**src/rtl/fsm_input_conditioner.sv**
```systemverilog
// Synchronises and debounces the two raw control inputs feeding fsm_exp.
// Both bits are qualified as one code, so a partial update never reaches the output.
module fsm_input_conditioner #(
  parameter int unsigned DEBOUNCE_CYCLES = 4
) (
  input  logic       clk,
  input  logic       reset,
  input  logic [0:1] raw_inputs,
  output logic [0:1] state_inputs,
  output logic       changed,
  output logic       stable
);

  typedef enum logic {IDLE, COUNT} state_e;

  localparam logic [7:0] CNT_LAST = 8'(DEBOUNCE_CYCLES - 1);
  localparam bit         IMMEDIATE = (DEBOUNCE_CYCLES == 1);

  logic [0:1] s1_q, s2_q;
  logic [0:1] cand_q, out_q;
  logic [7:0] cnt_q;
  logic       changed_q;
  state_e     state_q;

  // Two-flop synchroniser; only s2_q is ever compared downstream.
  always_ff @(posedge clk or negedge reset) begin
    if (!reset) begin
      s1_q <= 2'b00;
      s2_q <= 2'b00;
    end else begin
      s1_q <= raw_inputs;
      s2_q <= s1_q;
    end
  end

  always_ff @(posedge clk or negedge reset) begin
    if (!reset) begin
      state_q   <= IDLE;
      cand_q    <= 2'b00;
      cnt_q     <= 8'd0;
      out_q     <= 2'b00;
      changed_q <= 1'b0;
    end else begin
      changed_q <= 1'b0;
      case (state_q)
        IDLE: begin
          if (s2_q != out_q) begin
            if (IMMEDIATE) begin
              out_q     <= s2_q;
              changed_q <= 1'b1;
            end else begin
              cand_q  <= s2_q;
              cnt_q   <= 8'd1;
              state_q <= COUNT;
            end
          end
        end
        COUNT: begin
          // Rule order matters: a bounce back to the current output wins over a new candidate.
          if (s2_q == out_q) begin
            cnt_q   <= 8'd0;
            state_q <= IDLE;
          end else if (s2_q != cand_q) begin
            cand_q <= s2_q;
            cnt_q  <= 8'd1;
          end else if (cnt_q == CNT_LAST) begin
            out_q     <= cand_q;
            changed_q <= 1'b1;
            cnt_q     <= 8'd0;
            state_q   <= IDLE;
          end else begin
            cnt_q <= cnt_q + 8'd1;
          end
        end
        default: state_q <= IDLE;
      endcase
    end
  end

  assign state_inputs = out_q;
  assign changed      = changed_q;
  assign stable       = (state_q == IDLE);

endmodule
```
**config.mk**
```make
export PLATFORM = sky130hd
export DESIGN_NAME = fsm_input_conditioner
export DESIGN_NICKNAME = d
export VERILOG_FILES = /design/src/rtl/fsm_input_conditioner.sv
export SDC_FILE = /design/constraint.sdc
export NUM_CORES = 1
export LEC_CHECK = 0
export CAP_MARGIN = 20
export CORE_MARGIN = 8
export CORE_UTILIZATION = 49
export CTS_CLUSTER_DIAMETER = 30
export DETAILED_ROUTE_END_ITERATION = 7
export HOLD_SLACK_MARGIN = 0.02
export PLACE_DENSITY = 0.83
export SLEW_MARGIN = 20
export SYNTH_ARGS = -nofsm -noshare
export SYNTH_HDL_FRONTEND = slang
export SYNTH_SLANG_ARGS = --single-unit
```
**constraint.sdc**
```tcl
create_clock -name clk -period 1.6 [get_ports clk]
set_input_delay 0.32 -clock clk [delete_from_list [all_inputs] [get_ports clk]]
set_output_delay 0.32 -clock clk [all_outputs]
set_load 0.05 [all_outputs]
```
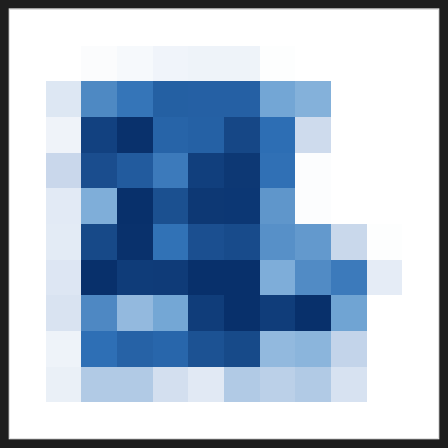
**Above:** placement density heat map.
12 x 12 tiles, from white (low) to dark blue (high), 0 to 100% covered.
The mean over all tiles is 33%. 44% of the tiles are nearly empty. The emptiest ninth of the die: top right. The fullest tile reaches 100%. 24% of the tiles are over 75% full.

==> job_summary.md <==
### Yosys + OpenROAD results

| Metric | Value |
|---|---|
| Tool warnings | 29 |
| # nets final | 107 |
| Hold-fix buffers at CTS | 0 |
| Reg-to-reg startpoint | cnt_q[1] |
| R2r setup slk | between 10 and 15 ps |
| IO Pins | 8 |
| Diodes inserted | 0 |
| Clk pwr share | 0.157 |
| Die height | ~58 um |
| Final setup violation count | 0 |
| CP Launch Type | flop |
| Initial DRC count | 19 |
| Final Hold Vio Count | 0 |
| Top comb family, area | simple AND/OR/NAND/NOR gates |
| Area leader share | 0.514 |
| Area post-placement | around 1100 um^2 |
| Leakage | 0.000483 uW |
| Min Tclk post-route | 1590 ps |
| Status | complete, no violations |
| Post-synth seq share | 0.514 |
| Yosys simple share | 0.197 |
| Vias in the first global route | slightly below 700 |
| Worst Clk Skew | about 6.2 ps |
| Full die area | 3400 um^2 |
| Metal-1 WL | 772 um |
| Worst hold path class | input pin to async pin |
| Post-synthesis area per instance | 11.1 um^2 |
| Most common reg cell | dfrtp_1 |
| Compound Share, Synth | 0.127 |
| WP data arrival | 1780 ps |
| Max Cap Viol | 0 |
| Initial antenna violation count | 0 |
| Chip Area, Yosys | just under 900 um^2 |
| Synth area leaders | dfrtp_1, nand3_1, o221ai_1 |
| Overall Power | 1790 uW |
| DRC Markers | 0 |
| Clk slew on worst S/H paths | 100 ps |
| CTS HTree Levels | 1 |
| Initial Utilization | 0.514 |
| Start point of the critical path | cnt_q[1] |
| Grt met3 use | 0.0239 |
| Post-CTS Resized | 2 |
| Total setup buffers inserted after CTS | 1 |
| Yosys warning tally | 0 |
| Post-synthesis adder-cell area fraction | 0.0143 |
| Syn nets | around 84 |
| Latency at later pin | 300 ps |
| GRT Overall Usage | 0.111 |
| DR WL met2 | 867 um |
| Critical path depth in cells | 5 |
| Synth area leader | dfrtp_1 |
| Most frequent cells after synthesis | dfrtp_1, nand3_1, inv_1, nand2_1, a31oi_1 |
| Most frequent cells in the layout | dfrtp_1, buf_4, nand3_1 |
| # port buffers | 7 |
| R2R depth | 5 |
| Clk pwr | 281 uW |
| Area grow syn2layout | 31.7% |
| First-pass DRT Iterations | 4 |
| Sw Pwr | roughly 670 uW |
| DR vias | about 660 |
| Placer Congestion | between 0.8 and 0.9 |
| Crit path top cell by count | nor3b_4 |
| Wire per inst | 13.7 um |
| Termination of the worst setup path | state_inputs[1] |
| Met1 Track Usage GR | 0.121 |
| Sequential share of power | 0.347 |
| Filler cell count | 119 |
| Yosys reg bits | 18 |
| XOR/XNOR Area Share | 0.0399 |
| Slowest CP cell | dfrtp_1 |
| Worst slew pin tran | 299 ps |
| Clock Path Buffers | 2 |
| Slew margin rel. | 0.801 |
| Max-slew violation count | 0 |
| CTS root buf | clkbuf_4 |
| Crit Path Class | flop to flop |
| CTS Buf Count | 3 |
| Share of cells above drive strength 1 | 0.366 |
| Total length of routed wires | 1.72 mm |
| Peak VDD IR | 959 uV |
| Post-DP HPWL | 1.27 mm |
| R2R Path End | state_inputs[1] |
| Width of the die | 58.3 um |
| Netlist cell types | 28 |
| Top Consumer | combinational logic |
| Internal power | 1120 uW |
| Met3 WL | 44 um |
| Design area | 1150 um^2 |
| Max reg flops | 8 |
| CTS sink cnt | 18 |
| Core ar. | 1710 um^2 |
| EDFF count, synth | 0 |
| Netlist Area Pre-Place | 877 um^2 |
| Number of vias per cell | 5.24 |
| Cell Pwr Density | 1550 nW/um^2 |
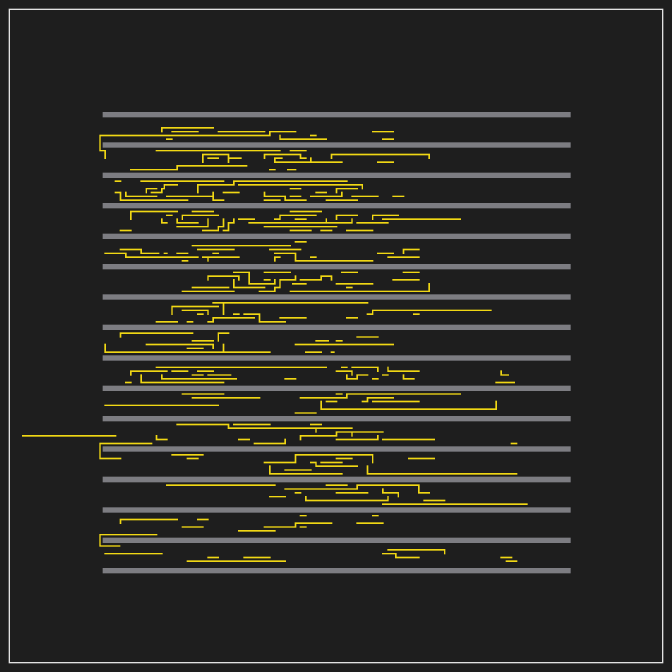
**Above:** M1 wires.
Supply wires on this layer in gray.
The longest straight run is 15.6 um. The layer carries 773 um of wire. 101 nets have wire on it. The layer holds 45% of the routed length.

[cells by family after synthesis]
logic type / after synthesis
and+or+nand+nor: 28
muxes: 4
xor gates and xnor gates: 4
DFF: 18
adders and majority gates: 1
buffers and inverters: 9
AOI/OAI and AO/OA: 15
[metrics by stage]
stage               std cells  hold WS, ps  worst slack, ps  utilization
floorplan                  79         24.4            -34.3            -
global placement          120          332             45.2        0.634
detailed placement        120          339            -39.7        0.634
CTS                       125          340            -3.38        0.664
global route              126          351            -87.6        0.676
finish                    126          335             11.0        0.676
[layout make-up]
class | count | share of cell area
Clock buffer | 4 | 0.0314
Multi-Input combinational cell | 52 | 0.354
Timing Repair Buffer | 20 | 0.172
Sequential cell | 18 | 0.392
Tap cell | 25 | 0.0271
Inverter | 7 | 0.0228
Power figures rest on the tool's default switching activity, not on a simulated workload.
